### Clock wires, drivers and flops, run 1

The bar under the picture is 20 um long.
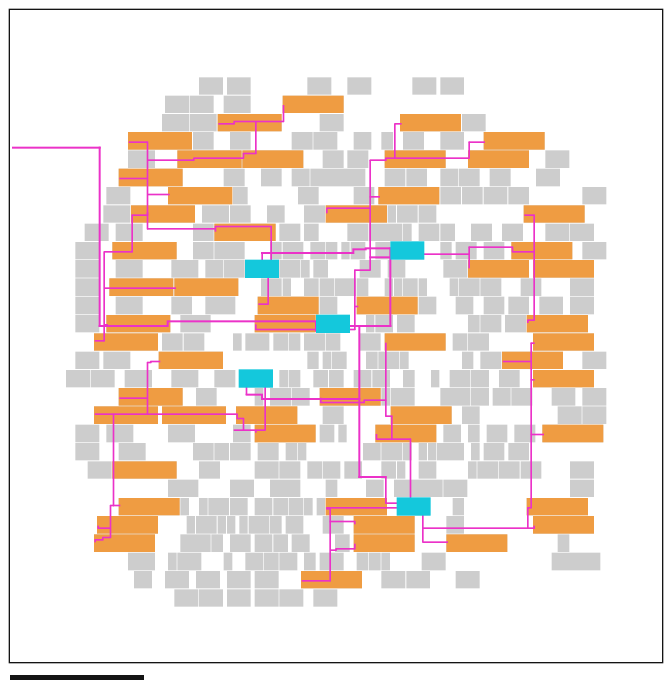
### Cell placement, run 1

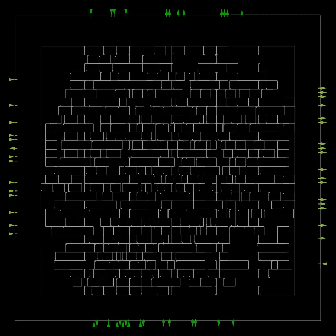
### Wiring by layer, run 1

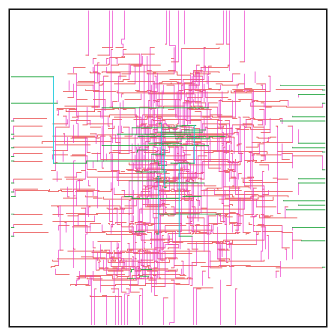
### I/O pins on the die edge, run 1

Pins as bars across the die edge, other pins in gray.
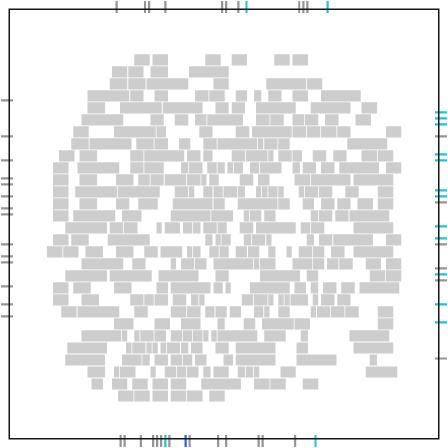
==> config.mk <==
export PLATFORM = sky130hd
export DESIGN_NAME = gray_cnt_sched
export DESIGN_NICKNAME = d
export VERILOG_FILES = /design/src/rtl/gray_cnt_sched.sv
export SDC_FILE = /design/constraint.sdc
export NUM_CORES = 1
export LEC_CHECK = 0
export CAP_MARGIN = 20
export CORE_MARGIN = 8
export CORE_UTILIZATION = 45
export CTS_CLUSTER_DIAMETER = 30
export DETAILED_ROUTE_END_ITERATION = 10
export MAX_ROUTING_LAYER = met4
export PLACE_DENSITY = 0.71
export SLEW_MARGIN = 10
export SYNTH_ARGS = -nofsm -noshare
export SYNTH_HDL_FRONTEND = slang
export SYNTH_SLANG_ARGS = --single-unit
==> constraint.sdc <==
create_clock -name clk -period 2.55 [get_ports clk]
set_input_delay 0.51 -clock clk [delete_from_list [all_inputs] [get_ports clk]]
set_output_delay 0.51 -clock clk [all_outputs]
set_load 0.02 [all_outputs]
==> out/metrics.cfg, run 1 <==
[clocking]
cts_root_buf = clkbuf_8
cts_resized = 0
clock_path_buffers = 2
postCtsSetupRepairBufs = 0
ctsHoldBuffers = 0
cts_tree = yes
htree_levels = 2
cts-buffers-inserted = 5
cts_sinks = 53

[setup_path]
path_max_fanout = 5
critPathKind = flop to output port
startpoint_type = flop
cp-end-kind = output port
arrival_ps = 1730
r2r_cells = 5
crit_required_ps = 2040
r2r_setup_slack_ps = 360

[yosys]
synth.distinct_cells = 53
syn-cell-area_um2 = 2952
yosysCellCount = 270
ys.warnings.count = 0
synth_cells = 270
async_reset_ff_frac = 1.000
edf_count = 0
yosysSeqAreaShare = 0.4561
syn_avg_cell_area_um2 = 10.93
syn_nets = 297

[timing]
period_used_share = 0.8803
tightest_slew_ps = 460.6
max_freq_ghz = 0.4455
slew_headroom = 0.6901
hold_viol_final = 0
setup_viol = 0
rsz0062_at_grt = no

[routing]
top_layer_used = met4
met1_length_um = 3209
vias_per_cell = 5.665
drt-total-wl_um = 7069
ant_nets = 0
first_pass_iters = 4
first_iter_violations = 215
wl_met2_um = 3267

[floorplan]
pin_count = 60
initial_core_util = 0.4648
rows = 29
die_area_um2 = 9407
dieWidth_um = 96.99

[power_and_ir_drop]
power_switching_uw = 662.2
ir_worst_vdd_v = 0.0003279
p_int_mw = 1.574
power_density_nw_per_um2 = 582.4
power_mw = 2.236
sw_frac_of_total = 0.2961
power.leakage_nw = 1.554

[global_routing]
antenna_found_initial = 0
grt_max_degree = 54
grt_pass1_vias = 2303
grt_remaining_overflow = 0
grt_pass1_wl_um = 11800

[final_layout]
lay_top_count = clkdlybuf4s50_1
diodes = 0
fin_nets = 370
layout_top_cells = clkdlybuf4s50_1, dfrtp_1, xor2_1, buf_4, mux2_2
logic_area_um2 = 1453
drive_gt1_frac = 0.2064

[placed_design]
finalWeightedCongestion = 0.9284

[outcome]
outcome = completed

[worst_hold_path]
hold_path_class = input pin to asynchronous set/reset pin

Back to the opening pictures, 'Clock wires, drivers and flops':
Magenta shows clock wires, length 645 um. Cyan shows clock-net drivers, count 5. Orange shows flip-flops, count 53.
There are 6 routed clock nets.
clock power share: 0.221
clk latency late pin: 310 ps
Clock Power: 494 uW
clock skew: 16.69 ps

Back to the opening pictures, 'Cell placement':
core area: 6350 um^2
fill cell count: 533
Flop Count: 53
final core occ: 0.6047

Back to the opening pictures, 'Wiring by layer':
Cyan shows M4, wire length 104 um. Magenta shows M2, wire length 3270 um. Red shows M1, wire length 3210 um. Green shows M3, wire length 489 um.
vias: 2385
Total GRT Usage: 0.1554
DR WL/cell: 16.79 um

Back to the opening pictures, 'I/O pins on the die edge':
Cyan shows `q_o`, pins 16, direction output, edge 12 right, 2 top, 2 bottom. Blue shows `start_i`, pins 1, direction input, edge bottom.
port bufs: 59
Die H: 96.99 um

-- run 1: worst max-delay path, cell delays in order, from the launching register on --
cell	delay (ps)
dfrtp_1	410
inv_1	60
ha_1	340
clkdlybuf4s50_1	620
-- run 1: power groups by stage --
stage | logic [mW] | registers [mW] | clock network (mW)
floorplan | 0.412 | 1.14 | 0
global placement | 0.599 | 1.15 | 0
detailed placement | 0.610 | 1.16 | 0
CTS | 0.610 | 1.14 | 0.505
global route | 0.665 | 1.16 | 0.548
finish | 0.605 | 1.14 | 0.494
-- run 1: per-layer routing --
layer	global-route usage	vias up
met5	-	-
met4	0.04615	0
met3	0.03414	15
met2	0.2375	91
met1	0.2008	1152
li1	-	1127
-- run 1: through the flow --
step	std cells	instance area (um^2)	utilization	worst slack [ps]	hold slack, ps
after global routing	421	3840	0.6047	192.0	174.1
after floorplan	270	2952	-	415.7	214.4
after CTS	421	3840	0.6047	299.2	181.3
after global placement	413	3746	0.5900	249.7	477.7
after detailed placement	413	3746	0.5900	198.1	473.1
final	421	3840	0.6047	305.4	161.7
-- run 1: synth_stat cells, types with 7 or more instances --
cell type	number	share of area
dfstp_2	16	0.14
nor4_1	7	0.015
buf_2	11	0.019
inv_1	14	0.018
xor2_1	24	0.071
mux2_2	17	0.065
nand2_1	15	0.019
a22o_1	13	0.039
dfrtp_1	37	0.31
nand3_1	8	0.014
o2bb2ai_1	7	0.021
xnor2_1	16	0.047
-- run 1: cells by family after synthesis --
family	Yosys count	synth area share
XOR/XNOR	41	0.1263
flip-flops	53	0.4561
buffers and inverters	32	0.05171
AND-OR/OR-AND	53	0.1450
AND/OR/NAND/NOR	68	0.1331
multiplexers	20	0.07503
adder cells (fa/ha/maj)	3	0.01272
-- run 1: final cells by class --
| cell class | instances | share of cell area |
|---|---|---|
| Tap cell | 77 | 0.02509 |
| Multi-Input combinational cell | 185 | 0.3783 |
| Clock inverter | 1 | 0.001955 |
| Sequential cell | 53 | 0.3506 |
| Timing Repair Buffer | 84 | 0.2079 |
| Clock buffer | 7 | 0.02248 |
| Inverter | 14 | 0.01369 |
==> run 2, diff against run 1 <==
--- a/config.mk
+++ b/config.mk
@@ -10,6 +10,7 @@
 export CORE_UTILIZATION = 45
 export CTS_CLUSTER_DIAMETER = 30
 export DETAILED_ROUTE_END_ITERATION = 10
+export GPL_ROUTABILITY_DRIVEN = 1
 export MAX_ROUTING_LAYER = met4
 export PLACE_DENSITY = 0.71
 export SLEW_MARGIN = 10
### I/O pins on the die edge, run 2

Pins as bars across the die edge, other pins in gray.
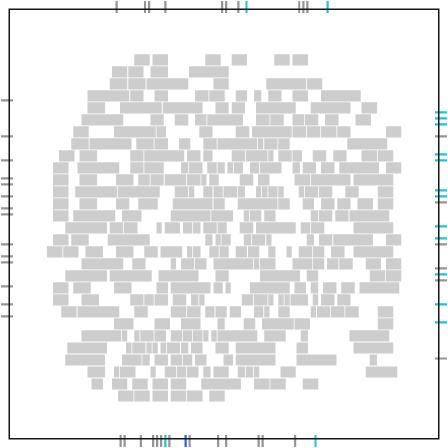
Blue shows `start_i`, pins 1, direction input, edge bottom. Cyan shows `q_o`, pins 16, direction output, edge 12 right, 2 top, 2 bottom.
die width: 96.99 um

==> run 2 against run 1 <==
Against the previous run: first-iteration DRC count unchanged; clock skew unchanged; sequential power about the same; routed wire length unchanged; largest power group unchanged; critical path depth unchanged; cell count unchanged; core utilization unchanged; worst hold slack unchanged; power unchanged; non-clock buffer count unchanged; via count unchanged.
==> out/metrics.cfg, run 2 <==
[final_layout]
diodes = 0  ; unchanged
fin_nets = 370  ; unchanged
drive_gt1_frac = 0.2064  ; unchanged
fillerInstances = 533  ; unchanged

[setup_path]
path_delay_family = buffers and inverters
cp-end-kind = output port
worst_path_max_delay_cell = clkdlybuf4s50_1
r2r_setup_slack_ps = 360  ; about the same
critPathKind = flop to output port
crit_required_ps = 2040  ; about the same

[yosys]
syn_nets = 297  ; unchanged
area_leaders = dfrtp_1, dfstp_2, xor2_1
syn_avg_cell_area_um2 = 10.93  ; unchanged
edf_count = 0  ; unchanged
synth.distinct_cells = 53  ; unchanged

[clocking]
cts-buffers-inserted = 5  ; unchanged
clock_path_buffers = 2  ; unchanged
cts_sinks = 53  ; unchanged
cts_tree = yes
clk_latency_ps = 310  ; about the same

[routing]
drt-total-wl_um = 7069  ; unchanged
first_iter_violations = 215  ; unchanged
first_pass_iters = 4  ; unchanged
vias = 2385  ; unchanged

[power_and_ir_drop]
power_density_nw_per_um2 = 582.4  ; unchanged
power.leakage_nw = 1.554  ; unchanged

[global_routing]
antenna_found_initial = 0  ; unchanged
grt_pass1_wl_um = 11800  ; unchanged
grt_usage = 0.1554  ; unchanged

[outcome]
outcome = completed

[floorplan]
initial_core_util = 0.4648  ; unchanged
core-area_um2 = 6350  ; unchanged

[worst_hold_path]
hold_path_class = input pin to asynchronous set/reset pin

[placed_design]
port_buffers = 59  ; unchanged

[timing]
period_used_share = 0.8803  ; unchanged

### Cell placement, run 2

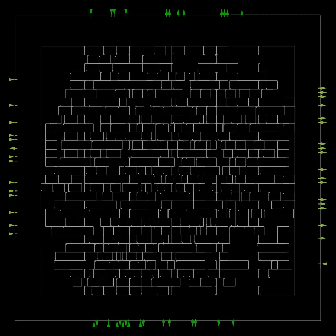
Rows: 29
Seq area share: 0.3506
Tapcells: 77

run 2: cell type report:
type                       count  area, um^2  area share
sequential                    53        1346      0.3506
clock inverter                 1       7.507    0.001955
clock buffer                   7       86.33     0.02248
inverter                      14       52.55     0.01369
tap                           77       96.34     0.02509
timing repair buffer          84       798.3      0.2079
multi-input combinational    185        1453      0.3783
run 2: where the power goes:
part	switching (mW)	leakage, nW	internal, mW
combinational	0.291	0.829	0.314
clock	0.272	0.0445	0.221
sequential	0.0987	0.680	1.04
run 2: per-stage QoR:
step	cell area, um^2	hold WS, ps	power (mW)	setup slack (ps)	utilization
finish	3840	161.7	2.236	305.4	0.6047
global route	3840	174.1	2.375	192.0	0.6047
CTS	3840	181.3	2.256	299.2	0.6047
detailed placement	3746	473.1	1.766	198.1	0.5900
global placement	3746	477.7	1.751	249.7	0.5900
floorplan	2952	214.4	1.555	415.7	-
run 2: per-layer routing:
| layer | up-vias | track usage | wire, um |
|---|---|---|---|
| met1 | 1152 | 0.2008 | 3209 |
| met2 | 91 | 0.2375 | 3267 |
| met4 | 0 | 0.04615 | 104 |
| li1 | 1127 | - | - |
| met5 | - | - | 0 |
| met3 | 15 | 0.03414 | 488 |
run 2: logic make-up (layout without fill, tap and decap cells):
logic type / count (synthesis) / count (layout) / share of synthesized area
simple gates: 68 / 68 / 0.1331
compound gates: 53 / 53 / 0.1450
flops: 53 / 53 / 0.4561
xor+xnor: 41 / 41 / 0.1263
buf+inv: 32 / 106 / 0.05171
mux: 20 / 20 / 0.07503
fa+ha+maj: 3 / 3 / 0.01272
Power figures rest on the tool's default switching activity, not on a simulated workload.
